<file path="src/rtl/snn_pkg.sv">
// rtl/snn_pkg.sv - shared encodings for the SNN input-encoder slice
//
// Purpose: FSM state encodings, encoder mode constants and the LFSR tap mask
//   shared by spike_encoder_rate and spike_lfsr16.
// Ports: none (package).
package snn_pkg;

  typedef enum logic [1:0] {
    ST_IDLE = 2'd0,
    ST_RUN  = 2'd1,
    ST_DONE = 2'd2
  } enc_state_t;

  localparam logic ENC_MODE_RATE    = 1'b0;
  localparam logic ENC_MODE_POISSON = 1'b1;

  // x^16 + x^14 + x^13 + x^11 + 1 -> state bits 15, 13, 12, 10
  localparam logic [15:0] LFSR_TAPS = 16'hB400;

endpackage

</file>
<file path="src/rtl/spike_lfsr16.sv">
// rtl/spike_lfsr16.sv - 16-bit Fibonacci LFSR, shift-left, enable-gated
//
// Purpose: pseudo-random source for Poisson spike coding.
// Ports:
//   i_clk    in   1   clock
//   i_rst    in   1   synchronous active-high reset, loads the seed
//   i_en     in   1   advance one position
//   o_state  out  16  current register contents
module spike_lfsr16
  import snn_pkg::*;
#(
  parameter logic [15:0] SEED = 16'hACE1
) (
  input  logic        i_clk,
  input  logic        i_rst,
  input  logic        i_en,
  output logic [15:0] o_state
);

  // An all-zero state would lock the register, so a zero seed is replaced.
  localparam logic [15:0] SEED_EFF = (SEED == 16'h0000) ? 16'h0001 : SEED;

  logic feedback;

  assign feedback = ^(o_state & LFSR_TAPS);

  always_ff @(posedge i_clk) begin
    if (i_rst) begin
      o_state <= SEED_EFF;
    end else if (i_en) begin
      o_state <= {o_state[14:0], feedback};
    end
  end

endmodule

</file>
<file path="src/rtl/spike_encoder_rate.sv">
// rtl/spike_encoder_rate.sv - intensity to spike-train encoder (rate / Poisson)
//
// Purpose: accepts one intensity sample and presents NUM_STEPS timesteps of
//   spike current for a downstream neuron, one step per i_step_en strobe.
// Ports:
//   i_clk, i_rst        clock, synchronous active-high reset
//   i_valid / o_ready   sample handshake (accepted when both high)
//   i_intensity, i_mode sample intensity and coding mode, latched on accept
//   i_step_en           timestep strobe
//   o_spike             SPIKE_AMPLITUDE on a spike step, else 0
//   o_spike_valid       spike presented this cycle
//   o_step_idx          index of the step presented
//   o_busy, o_done      running / one-cycle sample-finished pulse
module spike_encoder_rate
  import snn_pkg::*;
#(
  parameter int          DATA_LENGTH     = 8,
  parameter int          NUM_STEPS       = 16,
  parameter int          SPIKE_AMPLITUDE = 200,
  parameter logic [15:0] LFSR_SEED       = 16'hACE1,
  localparam int         STEP_W          = $clog2(NUM_STEPS)
) (
  input  logic                   i_clk,
  input  logic                   i_rst,
  input  logic                   i_valid,
  output logic                   o_ready,
  input  logic [DATA_LENGTH-1:0] i_intensity,
  input  logic                   i_mode,
  input  logic                   i_step_en,
  output logic [DATA_LENGTH-1:0] o_spike,
  output logic                   o_spike_valid,
  output logic [STEP_W-1:0]      o_step_idx,
  output logic                   o_busy,
  output logic                   o_done
);

  localparam logic [STEP_W-1:0]      LAST_STEP = STEP_W'(NUM_STEPS - 1);
  localparam logic [DATA_LENGTH-1:0] AMP       = DATA_LENGTH'(SPIKE_AMPLITUDE);

  enc_state_t             state_q, state_d;
  logic [DATA_LENGTH-1:0] intensity_q;
  logic [DATA_LENGTH-1:0] acc_q;
  logic                   mode_q;
  logic [STEP_W-1:0]      cnt_q;
  // Set once the final step has been taken; the RUN state then lingers one
  // cycle so the last step's output is presented before the DONE pulse.
  logic                   fin_q;
  logic [15:0]            lfsr_state;
  logic [DATA_LENGTH:0]   sum;
  logic                   accept;
  logic                   step;
  logic                   spike;
  logic                   lfsr_en;
  logic                   lfsr_unused;

  assign accept  = (state_q == ST_IDLE) && i_valid;
  assign step    = (state_q == ST_RUN) && !fin_q && i_step_en;
  assign sum     = {1'b0, acc_q} + {1'b0, intensity_q};
  assign lfsr_en = step && (mode_q == ENC_MODE_POISSON);
  // Only the low DATA_LENGTH bits feed the compare.
  assign lfsr_unused = &{1'b0, lfsr_state};

  spike_lfsr16 #(
    .SEED (LFSR_SEED)
  ) u_lfsr (
    .i_clk   (i_clk),
    .i_rst   (i_rst),
    .i_en    (lfsr_en),
    .o_state (lfsr_state)
  );

  always_comb begin
    spike = 1'b0;
    if (mode_q == ENC_MODE_POISSON) begin
      spike = lfsr_state[DATA_LENGTH-1:0] < intensity_q;
    end else begin
      // Carry out of the accumulator yields floor(N*I/2^DATA_LENGTH) spikes.
      spike = sum[DATA_LENGTH];
    end
  end

  always_comb begin
    state_d = state_q;
    case (state_q)
      ST_IDLE: if (accept) state_d = ST_RUN;
      ST_RUN:  if (fin_q) state_d = ST_DONE;
      ST_DONE: state_d = ST_IDLE;
      default: state_d = ST_IDLE;
    endcase
  end

  always_ff @(posedge i_clk) begin
    if (i_rst) begin
      state_q <= ST_IDLE;
    end else begin
      state_q <= state_d;
    end
  end

  // Status outputs are registered copies of the next state so they line up
  // with state_q on every cycle.
  always_ff @(posedge i_clk) begin
    if (i_rst) begin
      o_ready <= 1'b1;
      o_busy  <= 1'b0;
      o_done  <= 1'b0;
    end else begin
      o_ready <= (state_d == ST_IDLE);
      o_busy  <= (state_d == ST_RUN);
      o_done  <= (state_d == ST_DONE);
    end
  end

  always_ff @(posedge i_clk) begin
    if (i_rst) begin
      o_spike       <= '0;
      o_spike_valid <= 1'b0;
      o_step_idx    <= '0;
    end else begin
      o_spike       <= (step && spike) ? AMP : '0;
      o_spike_valid <= step && spike;
      if (step) begin
        o_step_idx <= cnt_q;
      end
    end
  end

  always_ff @(posedge i_clk) begin
    if (i_rst) begin
      intensity_q <= '0;
      mode_q      <= ENC_MODE_RATE;
      acc_q       <= '0;
      cnt_q       <= '0;
      fin_q       <= 1'b0;
    end else if (accept) begin
      intensity_q <= i_intensity;
      mode_q      <= i_mode;
      acc_q       <= '0;
      cnt_q       <= '0;
      fin_q       <= 1'b0;
    end else if (step) begin
      if (mode_q == ENC_MODE_RATE) begin
        acc_q <= sum[DATA_LENGTH-1:0];
      end
      if (cnt_q == LAST_STEP) begin
        fin_q <= 1'b1;
      end else begin
        cnt_q <= cnt_q + 1'b1;
      end
    end
  end

endmodule

</file>
<file path="config.mk">
export PLATFORM = sky130hd
export DESIGN_NAME = spike_encoder_rate
export DESIGN_NICKNAME = d
export VERILOG_FILES = /design/src/rtl/snn_pkg.sv /design/src/rtl/spike_lfsr16.sv /design/src/rtl/spike_encoder_rate.sv
export SDC_FILE = /design/constraint.sdc
export NUM_CORES = 1
export LEC_CHECK = 0
export CORE_MARGIN = 2
export CORE_UTILIZATION = 55
export CTS_CLUSTER_DIAMETER = 50
export DETAILED_ROUTE_END_ITERATION = 6
export PLACE_DENSITY_LB_ADDON = 0.1
export SLEW_MARGIN = 30
export SYNTH_ARGS = -nofsm -noshare
export SYNTH_HDL_FRONTEND = slang
export SYNTH_SLANG_ARGS = --single-unit
</file>
<file path="constraint.sdc">
create_clock -name i_clk -period 4.1 [get_ports i_clk]
set_clock_uncertainty 0.05 [all_clocks]
set_input_delay 0.82 -clock i_clk [delete_from_list [all_inputs] [get_ports i_clk]]
set_output_delay 0.82 -clock i_clk [all_outputs]
set_load 0.005 [all_outputs]
</file>
### Power grid, run 1

Drawn at 6 px/um. Pins as bars on the die edge.
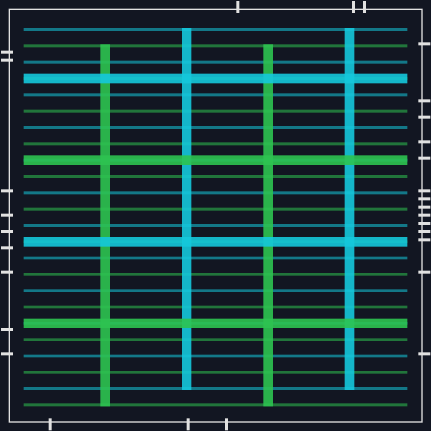
[cyan] VDD
[green] VSS
met5 straps: 4
met4 straps: 4
met1 rails: 24
maximum ir drop on the vdd rail: 0.197 mV
Core Area: 4000 sq um
Vert. Die Dim: 68.5 um
die boundary width: 68.5 um

### Placement by cell class, run 1

Drawn at 4 px/um. Fill, decap, tap and diode cells in grey.
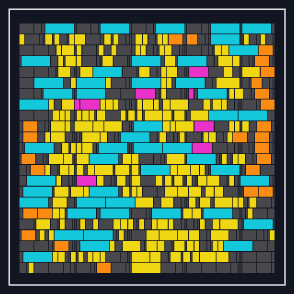
[orange] other buffers and delay cells | cells: 25 | share of their area: 9.7%
[yellow] all other logic | cells: 202 | share of their area: 49%
[cyan] flip-flops | cells: 48 | share of their area: 38%
[magenta] clock drivers and dummy loads | cells: 8 | share of their area: 3.6%
Row Count: 23
flip-flop and latch share of the layout cell area: 0.372
final instance area: 2580 sq um
share of the core filled with cells in the final layout: 0.646

### Clock network drawn from the DEF, run 1

Drawn at 8 px/um.
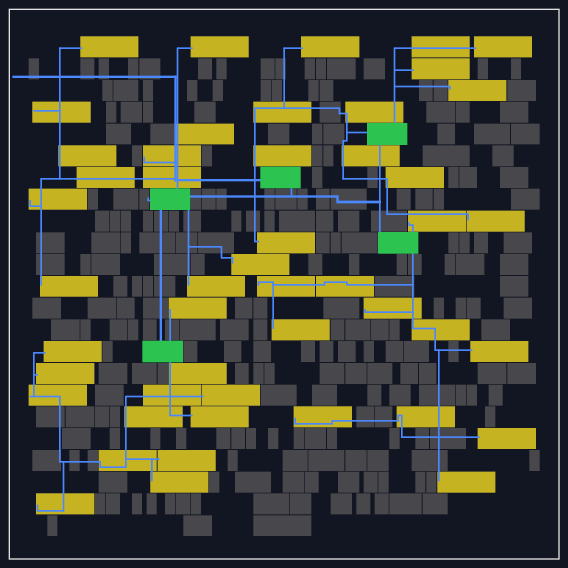
[yellow] flip-flops | count: 48
[blue] clock wires | length: 501 um
[green] cells driving clock nets | count: 5
routed clock nets: 6
flops lie: widely spread

==> impl_results.html, run 1 <==
<h3>Run summary</h3>
<table>
<tr><th>Metric</th><th>Value</th></tr>
<tr><th colspan="2">Pwr</th></tr>
<tr><td>Clock group total power</td><td>0.280 mW</td></tr>
<tr><td>Net switching power of the design</td><td>0.197 mW</td></tr>
<tr><td>Combinational Power</td><td>0.0852 mW</td></tr>
<tr><td>Switching share of power</td><td>0.231</td></tr>
<tr><td>Biggest consumer</td><td>registers</td></tr>
<tr><td>Total power after layout</td><td>0.853 mW</td></tr>
<tr><th colspan="2">GRT</th></tr>
<tr><td>Global-route wire length before repair</td><td>7090 um</td></tr>
<tr><td>Met2 routing resource usage after global routing</td><td>0.328</td></tr>
<tr><td>Global-route layer with the greatest usage</td><td>met2</td></tr>
<tr><td>Met1 track demand over resource in global routing</td><td>0.274</td></tr>
<tr><th colspan="2">Logic synthesis</th></tr>
<tr><td>Simple share</td><td>0.221</td></tr>
<tr><td>Post-synthesis mux area share</td><td>0.0306</td></tr>
<tr><td>AO/OA Area Share</td><td>0.135</td></tr>
<tr><td>Main flop type</td><td>sky130_fd_sc_hd__dfxtp_1</td></tr>
<tr><td>Synth cell types</td><td>40</td></tr>
<tr><td>Library cell occupying the most area in the post-synthesis netlist</td><td>sky130_fd_sc_hd__dfxtp_1</td></tr>
<tr><td>Mean cell area of the mapped netlist</td><td>8.61 sq um</td></tr>
<tr><td>Main area contributors</td><td>sky130_fd_sc_hd__dfxtp_1 42%, sky130_fd_sc_hd__ha_1 8.7%, sky130_fd_sc_hd__nand2_1 7.0%, sky130_fd_sc_hd__a21oi_1 6.3%, sky130_fd_sc_hd__nor2_1 4.6%</td></tr>
<tr><td>Synthesized cell area</td><td>2290 sq um</td></tr>
<tr><th colspan="2">STA</th></tr>
<tr><td>Number of setup violations in the final report</td><td>0</td></tr>
<tr><td>Remaining max-slew budget at the tightest pin</td><td>0.520</td></tr>
<tr><td>Worst-margin pin slew</td><td>720 ps</td></tr>
<tr><td>Post-route worst hold slack</td><td>408 ps</td></tr>
<tr><td>Hold Violations, Final</td><td>0</td></tr>
<tr><th colspan="2">Placement</th></tr>
<tr><td>Detailed Place HPWL</td><td>3150 um</td></tr>
<tr><td>Gp weighted congestion</td><td>0.832</td></tr>
<tr><td>Dpl cells</td><td>325</td></tr>
<tr><td>Minimum setup slack after placement</td><td>1360 ps</td></tr>
<tr><td>Placed Area</td><td>2490 sq um</td></tr>
<tr><th colspan="2">Critical path</th></tr>
<tr><td>Kind of start point of the critical path</td><td>input pin</td></tr>
<tr><td>Reg-to-reg critical path endpoint</td><td>acc_q[6]</td></tr>
<tr><td>Cells on worst reg2reg path</td><td>7</td></tr>
<tr><td>Worst path arrival time</td><td>2630 ps</td></tr>
<tr><td>Critical path's top delay family</td><td>simple AND/OR/NAND/NOR gates</td></tr>
<tr><td>Longest individual stage delay on the worst path</td><td>470 ps</td></tr>
<tr><td>Slowest stage cell, crit path</td><td>sky130_fd_sc_hd__clkdlybuf4s50_1</td></tr>
<tr><td>Total stage count of the critical path</td><td>6</td></tr>
<tr><th colspan="2">CTS</th></tr>
<tr><td>Clock transition time at the flip-flop clock pins of the worst setup and hold paths</td><td>80 ps</td></tr>
<tr><td>Number of levels in the clock H-tree</td><td>2</td></tr>
<tr><td>TritonCTS clock tree</td><td>built</td></tr>
<tr><td>Number of buffers on the longest clock path</td><td>2</td></tr>
<tr><td>Clock sink total</td><td>48</td></tr>
<tr><th colspan="2">Route</th></tr>
<tr><td>Post-route ant nets</td><td>0</td></tr>
<tr><td>Met3 routed wirelength</td><td>168 um</td></tr>
<tr><td>First drt pass iteration count</td><td>4</td></tr>
<tr><td>Number of DRC violations after detailed-routing iteration 0</td><td>57</td></tr>
<tr><td>Via-to-Cell Ratio</td><td>5.25</td></tr>
<tr><td>Metal-1 WL</td><td>2150 um</td></tr>
<tr><td>Via total after detailed routing</td><td>1749</td></tr>
<tr><th colspan="2">Final layout</th></tr>
<tr><td>Final non-filler cell total</td><td>333</td></tr>
<tr><td>Count of non-CTS buffers in the layout</td><td>25</td></tr>
<tr><td>Most numerous logic cells after layout</td><td>48 x sky130_fd_sc_hd__dfxtp_1, 43 x sky130_fd_sc_hd__nand2_1, 29 x sky130_fd_sc_hd__a21oi_1, 28 x sky130_fd_sc_hd__nor2_1, 23 x sky130_fd_sc_hd__clkdlybuf4s50_1</td></tr>
<tr><td>Logic cell area</td><td>1190 sq um</td></tr>
<tr><td>Reg with most FFs</td><td>u_lfsr.o_state</td></tr>
<tr><td>Storage cell area</td><td>961 sq um</td></tr>
<tr><td>Multi-input combinational gate total</td><td>194</td></tr>
<tr><td>Share of final layout cell area taken by non-clock buffers</td><td>0.0950</td></tr>
<tr><td>Clock tree cell share of total cell area</td><td>0.0349</td></tr>
<tr><td>FFs &amp; Latches</td><td>48</td></tr>
<tr><td>Number of diodes</td><td>0</td></tr>
<tr><td>Top cell excl fill/tap</td><td>sky130_fd_sc_hd__dfxtp_1</td></tr>
<tr><th colspan="2">Hold path</th></tr>
<tr><td>Endpoint, Worst Hold</td><td>u_lfsr.o_state[14]</td></tr>
<tr><td>Number of instances on the worst hold path</td><td>2</td></tr>
<tr><td>HP Class</td><td>flip-flop to flip-flop</td></tr>
<tr><th colspan="2">Floorplan</th></tr>
<tr><td>Number of tap cells inserted</td><td>50</td></tr>
<tr><td>Starting density of the core</td><td>0.573</td></tr>
<tr><th colspan="2">Run status</th></tr>
<tr><td>Outcome</td><td>finished clean</td></tr>
</table>
### Cell outlines without signal wires, run 1

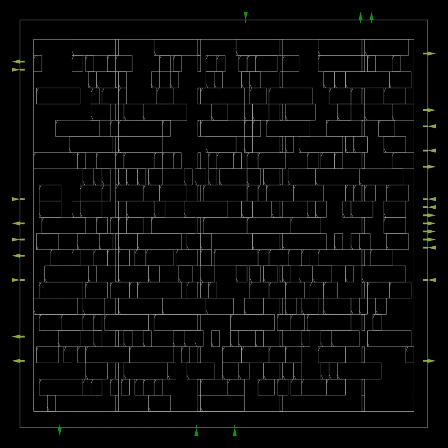

==> run 2: changes to the inputs <==
--- a/config.mk
+++ b/config.mk
@@ -6,7 +6,7 @@
 export NUM_CORES = 1
 export LEC_CHECK = 0
 export CORE_MARGIN = 2
-export CORE_UTILIZATION = 55
+export CORE_UTILIZATION = 49
 export CTS_CLUSTER_DIAMETER = 50
 export DETAILED_ROUTE_END_ITERATION = 6
 export PLACE_DENSITY_LB_ADDON = 0.1
==> constraint.sdc (replaced) <==
create_clock -name i_clk -period 2.2 [get_ports i_clk]
set_clock_uncertainty 0.05 [all_clocks]
set_input_delay 0.44 -clock i_clk [delete_from_list [all_inputs] [get_ports i_clk]]
set_output_delay 0.44 -clock i_clk [all_outputs]
set_load 0.005 [all_outputs]
### Cell outlines without signal wires, run 2

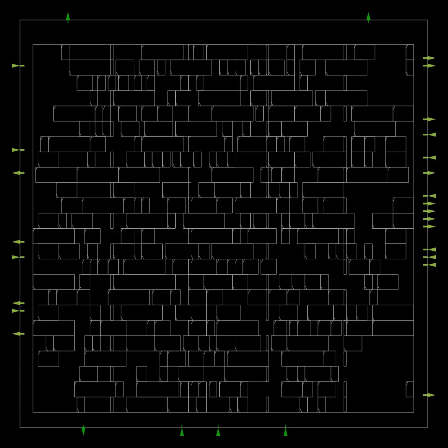
flip-flop and latch share of the layout cell area: 0.360
share of the core filled with cells in the final layout: 0.605
number of tap cells inserted: 52

### Placement by cell class, run 2

Drawn at 4 px/um. Fill, decap, tap and diode cells in grey.
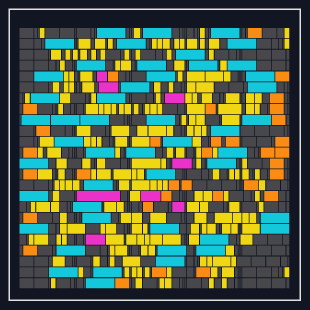
[magenta] clock drivers and dummy loads | cells: 8 | share of their area: 4.4%
[cyan] flip-flops | cells: 48 | share of their area: 37%
[yellow] all other logic | cells: 202 | share of their area: 47%
[orange] other buffers and delay cells | cells: 33 | share of their area: 12%
final instance area: 2670 sq um
Row Count: 24

==> impl_results.html, run 2 <==
<h3>Run summary</h3>
<table>
<tr><th>Metric</th><th>Value</th></tr>
<tr><th colspan="2">GRT</th></tr>
<tr><td>Global-route wire length before repair</td><td>7550 um</td></tr>
<tr><td>Met2 routing resource usage after global routing</td><td>0.285</td></tr>
<tr><td>Met1 track demand over resource in global routing</td><td>0.259</td></tr>
<tr><th colspan="2">Logic synthesis</th></tr>
<tr><td>Main area contributors</td><td>sky130_fd_sc_hd__dfxtp_1 42%, sky130_fd_sc_hd__ha_1 8.7%, sky130_fd_sc_hd__nand2_1 7.0%, sky130_fd_sc_hd__a21oi_1 6.3%, sky130_fd_sc_hd__nor2_1 4.6%</td></tr>
<tr><td>Library cell occupying the most area in the post-synthesis netlist</td><td>sky130_fd_sc_hd__dfxtp_1</td></tr>
<tr><td>Simple share</td><td>0.221</td></tr>
<tr><th colspan="2">CTS</th></tr>
<tr><td>Number of buffers on the longest clock path</td><td>2</td></tr>
<tr><td>Number of levels in the clock H-tree</td><td>2</td></tr>
<tr><th colspan="2">Critical path</th></tr>
<tr><td>Cells on worst reg2reg path</td><td>7</td></tr>
<tr><td>Critical path's top delay family</td><td>AND-OR/OR-AND gates</td></tr>
<tr><td>Reg-to-reg critical path endpoint</td><td>acc_q[6]</td></tr>
<tr><td>Worst path arrival time</td><td>2230 ps</td></tr>
<tr><td>Slowest stage cell, crit path</td><td>sky130_fd_sc_hd__fa_1</td></tr>
<tr><th colspan="2">Placement</th></tr>
<tr><td>Placed Area</td><td>2550 sq um</td></tr>
<tr><td>Detailed Place HPWL</td><td>3300 um</td></tr>
<tr><td>Minimum setup slack after placement</td><td>133 ps</td></tr>
<tr><td>Dpl cells</td><td>335</td></tr>
<tr><th colspan="2">Route</th></tr>
<tr><td>Number of DRC violations after detailed-routing iteration 0</td><td>85</td></tr>
<tr><td>Met3 routed wirelength</td><td>233 um</td></tr>
<tr><td>First drt pass iteration count</td><td>4</td></tr>
<tr><th colspan="2">Pwr</th></tr>
<tr><td>Switching share of power</td><td>0.238</td></tr>
<tr><td>Net switching power of the design</td><td>0.412 mW</td></tr>
<tr><td>Clock group total power</td><td>0.652 mW</td></tr>
<tr><td>Biggest consumer</td><td>registers</td></tr>
<tr><td>Combinational Power</td><td>0.169 mW</td></tr>
<tr><td>Total power after layout</td><td>1.73 mW</td></tr>
<tr><th colspan="2">Final layout</th></tr>
<tr><td>Share of final layout cell area taken by non-clock buffers</td><td>0.114</td></tr>
<tr><td>Most numerous logic cells after layout</td><td>48 x sky130_fd_sc_hd__dfxtp_1, 43 x sky130_fd_sc_hd__nand2_1, 29 x sky130_fd_sc_hd__a21oi_1, 28 x sky130_fd_sc_hd__nor2_1, 23 x sky130_fd_sc_hd__clkdlybuf4s50_1</td></tr>
<tr><td>Reg with most FFs</td><td>u_lfsr.o_state</td></tr>
<tr><td>Final non-filler cell total</td><td>343</td></tr>
<tr><td>FFs &amp; Latches</td><td>48</td></tr>
<tr><td>Clock tree cell share of total cell area</td><td>0.0431</td></tr>
<tr><td>Number of diodes</td><td>0</td></tr>
<tr><td>Top cell excl fill/tap</td><td>sky130_fd_sc_hd__dfxtp_1</td></tr>
<tr><th colspan="2">STA</th></tr>
<tr><td>Number of setup violations in the final report</td><td>0</td></tr>
<tr><td>Hold Violations, Final</td><td>0</td></tr>
<tr><td>Post-route worst hold slack</td><td>408 ps</td></tr>
<tr><th colspan="2">Floorplan</th></tr>
<tr><td>Core Area</td><td>4410 sq um</td></tr>
<tr><td>Die boundary width</td><td>72.4 um</td></tr>
<tr><th colspan="2">Run status</th></tr>
<tr><td>Outcome</td><td>finished clean</td></tr>
</table>
==> run 3: changes to the inputs <==
--- a/config.mk
+++ b/config.mk
@@ -5,11 +5,13 @@
 export SDC_FILE = /design/constraint.sdc
 export NUM_CORES = 1
 export LEC_CHECK = 0
+export CAP_MARGIN = 20
 export CORE_MARGIN = 2
 export CORE_UTILIZATION = 49
 export CTS_CLUSTER_DIAMETER = 50
 export DETAILED_ROUTE_END_ITERATION = 6
 export PLACE_DENSITY_LB_ADDON = 0.1
+export SKIP_CTS_REPAIR_TIMING = 1
 export SLEW_MARGIN = 30
 export SYNTH_ARGS = -nofsm -noshare
 export SYNTH_HDL_FRONTEND = slang
### Placement by cell class, run 3

Drawn at 4 px/um. Fill, decap, tap and diode cells in grey.
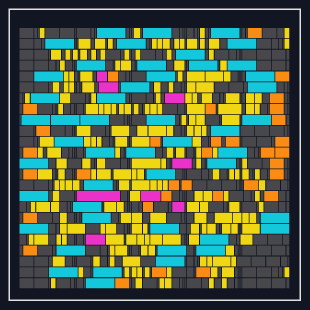
[cyan] flip-flops | cells: 48 | share of their area: 37%
[yellow] all other logic | cells: 202 | share of their area: 47%
[magenta] clock drivers and dummy loads | cells: 8 | share of their area: 4.4%
[orange] other buffers and delay cells | cells: 33 | share of their area: 12%

### Power grid, run 3

Drawn at 4 px/um. Pins as bars on the die edge.
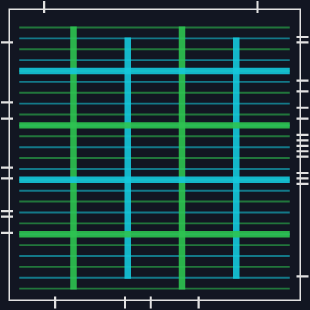
[green] VSS
[cyan] VDD
rows: 24
signal pins: 29

==> impl_results.html, run 3 <==
<h3>Run summary</h3>
<table>
<tr><th>Metric</th><th>Value</th></tr>
<tr><th colspan="2">Run status</th></tr>
<tr><td>Outcome</td><td>finished clean</td></tr>
<tr><th colspan="2">Floorplan</th></tr>
<tr><td>Row Count</td><td>24</td></tr>
<tr><td>Number of tap cells inserted</td><td>52</td></tr>
<tr><td>Die boundary width</td><td>72.4 um</td></tr>
<tr><td>Core Area</td><td>4410 sq um</td></tr>
<tr><td>Vert. Die Dim</td><td>72.4 um</td></tr>
<tr><th colspan="2">Hold path</th></tr>
<tr><td>HP Class</td><td>flip-flop to flip-flop</td></tr>
<tr><td>Endpoint, Worst Hold</td><td>u_lfsr.o_state[14]</td></tr>
<tr><td>Start point of the worst min-delay path</td><td>u_lfsr.o_state[14]</td></tr>
<tr><td>Number of instances on the worst hold path</td><td>2</td></tr>
<tr><th colspan="2">Critical path</th></tr>
<tr><td>Cells on worst reg2reg path</td><td>7</td></tr>
<tr><td>Worst path arrival time</td><td>2230 ps</td></tr>
<tr><td>Setup slack, reg-to-reg</td><td>110 ps</td></tr>
<tr><td>Slowest stage cell, crit path</td><td>sky130_fd_sc_hd__fa_1</td></tr>
<tr><td>Critical path's top delay family</td><td>AND-OR/OR-AND gates</td></tr>
<tr><td>Total stage count of the critical path</td><td>7</td></tr>
<tr><td>Kind of start point of the critical path</td><td>flip-flop</td></tr>
<tr><td>Longest individual stage delay on the worst path</td><td>430 ps</td></tr>
<tr><td>Reg-to-reg critical path endpoint</td><td>acc_q[6]</td></tr>
<tr><td>R2r startpoint</td><td>intensity_q[0]</td></tr>
<tr><th colspan="2">Logic synthesis</th></tr>
<tr><td>Synth cell types</td><td>40</td></tr>
<tr><td>Main area contributors</td><td>sky130_fd_sc_hd__dfxtp_1 42%, sky130_fd_sc_hd__ha_1 8.7%, sky130_fd_sc_hd__nand2_1 7.0%, sky130_fd_sc_hd__a21oi_1 6.3%, sky130_fd_sc_hd__nor2_1 4.6%</td></tr>
<tr><td>Main flop type</td><td>sky130_fd_sc_hd__dfxtp_1</td></tr>
<tr><td>Simple share</td><td>0.221</td></tr>
<tr><td>Mean cell area of the mapped netlist</td><td>8.61 sq um</td></tr>
<tr><td>AO/OA Area Share</td><td>0.135</td></tr>
<tr><td>Post-synthesis mux area share</td><td>0.0306</td></tr>
<tr><td>Synthesized cell area</td><td>2290 sq um</td></tr>
<tr><td>Library cell occupying the most area in the post-synthesis netlist</td><td>sky130_fd_sc_hd__dfxtp_1</td></tr>
<tr><th colspan="2">STA</th></tr>
<tr><td>Number of setup violations in the final report</td><td>0</td></tr>
<tr><td>Hold Violations, Final</td><td>0</td></tr>
<tr><td>Post-route worst hold slack</td><td>408 ps</td></tr>
<tr><th colspan="2">Final layout</th></tr>
<tr><td>Final non-filler cell total</td><td>343</td></tr>
<tr><td>Clock tree cell share of total cell area</td><td>0.0431</td></tr>
<tr><td>Fraction of standard cell area in multi-input logic</td><td>0.447</td></tr>
<tr><td>Number of diodes</td><td>0</td></tr>
<tr><td>Most numerous logic cells after layout</td><td>48 x sky130_fd_sc_hd__dfxtp_1, 43 x sky130_fd_sc_hd__nand2_1, 29 x sky130_fd_sc_hd__a21oi_1, 28 x sky130_fd_sc_hd__nor2_1, 23 x sky130_fd_sc_hd__clkdlybuf4s50_1</td></tr>
<tr><td>Fill cells</td><td>414</td></tr>
<tr><td>Logic cell area</td><td>1190 sq um</td></tr>
<tr><td>FFs &amp; Latches</td><td>48</td></tr>
<tr><td>Share of final layout cell area taken by non-clock buffers</td><td>0.114</td></tr>
<tr><td>Top cell excl fill/tap</td><td>sky130_fd_sc_hd__dfxtp_1</td></tr>
<tr><td>Count of non-CTS buffers in the layout</td><td>33</td></tr>
<tr><td>Multi-input combinational gate total</td><td>194</td></tr>
<tr><td>Reg with most FFs</td><td>u_lfsr.o_state</td></tr>
<tr><td>Flip-flop and latch share of the layout cell area</td><td>0.360</td></tr>
<tr><td>Share of the core filled with cells in the final layout</td><td>0.605</td></tr>
<tr><td>Final instance area</td><td>2670 sq um</td></tr>
<tr><td>Storage cell area</td><td>961 sq um</td></tr>
<tr><th colspan="2">Pwr</th></tr>
<tr><td>Net switching power of the design</td><td>0.412 mW</td></tr>
<tr><td>Combinational Power</td><td>0.169 mW</td></tr>
<tr><td>Clock group total power</td><td>0.652 mW</td></tr>
<tr><td>Maximum ir drop on the vdd rail</td><td>0.394 mV</td></tr>
<tr><td>Switching share of power</td><td>0.238</td></tr>
<tr><td>Biggest consumer</td><td>registers</td></tr>
<tr><td>Total power after layout</td><td>1.73 mW</td></tr>
<tr><th colspan="2">Route</th></tr>
<tr><td>Via-to-Cell Ratio</td><td>5.24</td></tr>
<tr><td>Metal-1 WL</td><td>2190 um</td></tr>
<tr><td>Post-route ant nets</td><td>0</td></tr>
<tr><td>Number of DRC violations after detailed-routing iteration 0</td><td>85</td></tr>
<tr><td>Met3 routed wirelength</td><td>233 um</td></tr>
<tr><td>First drt pass iteration count</td><td>4</td></tr>
<tr><td>Routed len/inst</td><td>12.9 um</td></tr>
<tr><td>Via total after detailed routing</td><td>1798</td></tr>
<tr><th colspan="2">GRT</th></tr>
<tr><td>Met2 routing resource usage after global routing</td><td>0.285</td></tr>
<tr><td>Global-route layer with the greatest usage</td><td>met2</td></tr>
<tr><td>Met1 track demand over resource in global routing</td><td>0.259</td></tr>
<tr><td>Number of global-route vias before repair</td><td>1613</td></tr>
<tr><th colspan="2">CTS</th></tr>
<tr><td>Clock sink total</td><td>48</td></tr>
<tr><td>TritonCTS clock tree</td><td>built</td></tr>
<tr><td>Number of buffers on the longest clock path</td><td>2</td></tr>
<tr><td>Number of levels in the clock H-tree</td><td>2</td></tr>
<tr><td>Clock transition time at the flip-flop clock pins of the worst setup and hold paths</td><td>90 ps</td></tr>
<tr><th colspan="2">Run</th></tr>
<tr><td>Maximum Capacitance Violations</td><td>0</td></tr>
<tr><th colspan="2">Placement</th></tr>
<tr><td>Placed Area</td><td>2550 sq um</td></tr>
<tr><td>Detailed Place HPWL</td><td>3300 um</td></tr>
<tr><td>Gp weighted congestion</td><td>0.844</td></tr>
<tr><td>Dpl cells</td><td>335</td></tr>
<tr><td>Minimum setup slack after placement</td><td>133 ps</td></tr>
</table>

==> notes/layouts.md <==
Pictures saved along the way, in no particular order.

Wiring by layer.
Plate I
Drawn at 4 px/um. Two of the layers only.
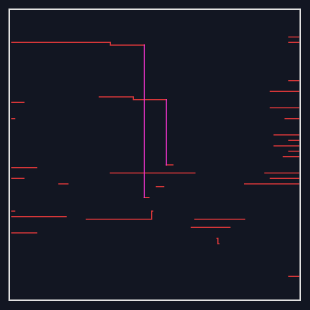
Plate II
Drawn at 6 px/um. Two of the layers only.
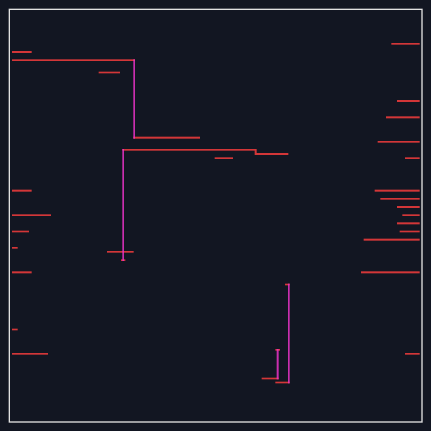
run 3: Plate I
run 1: Plate II

Power is estimated from default activity; no workload was simulated.
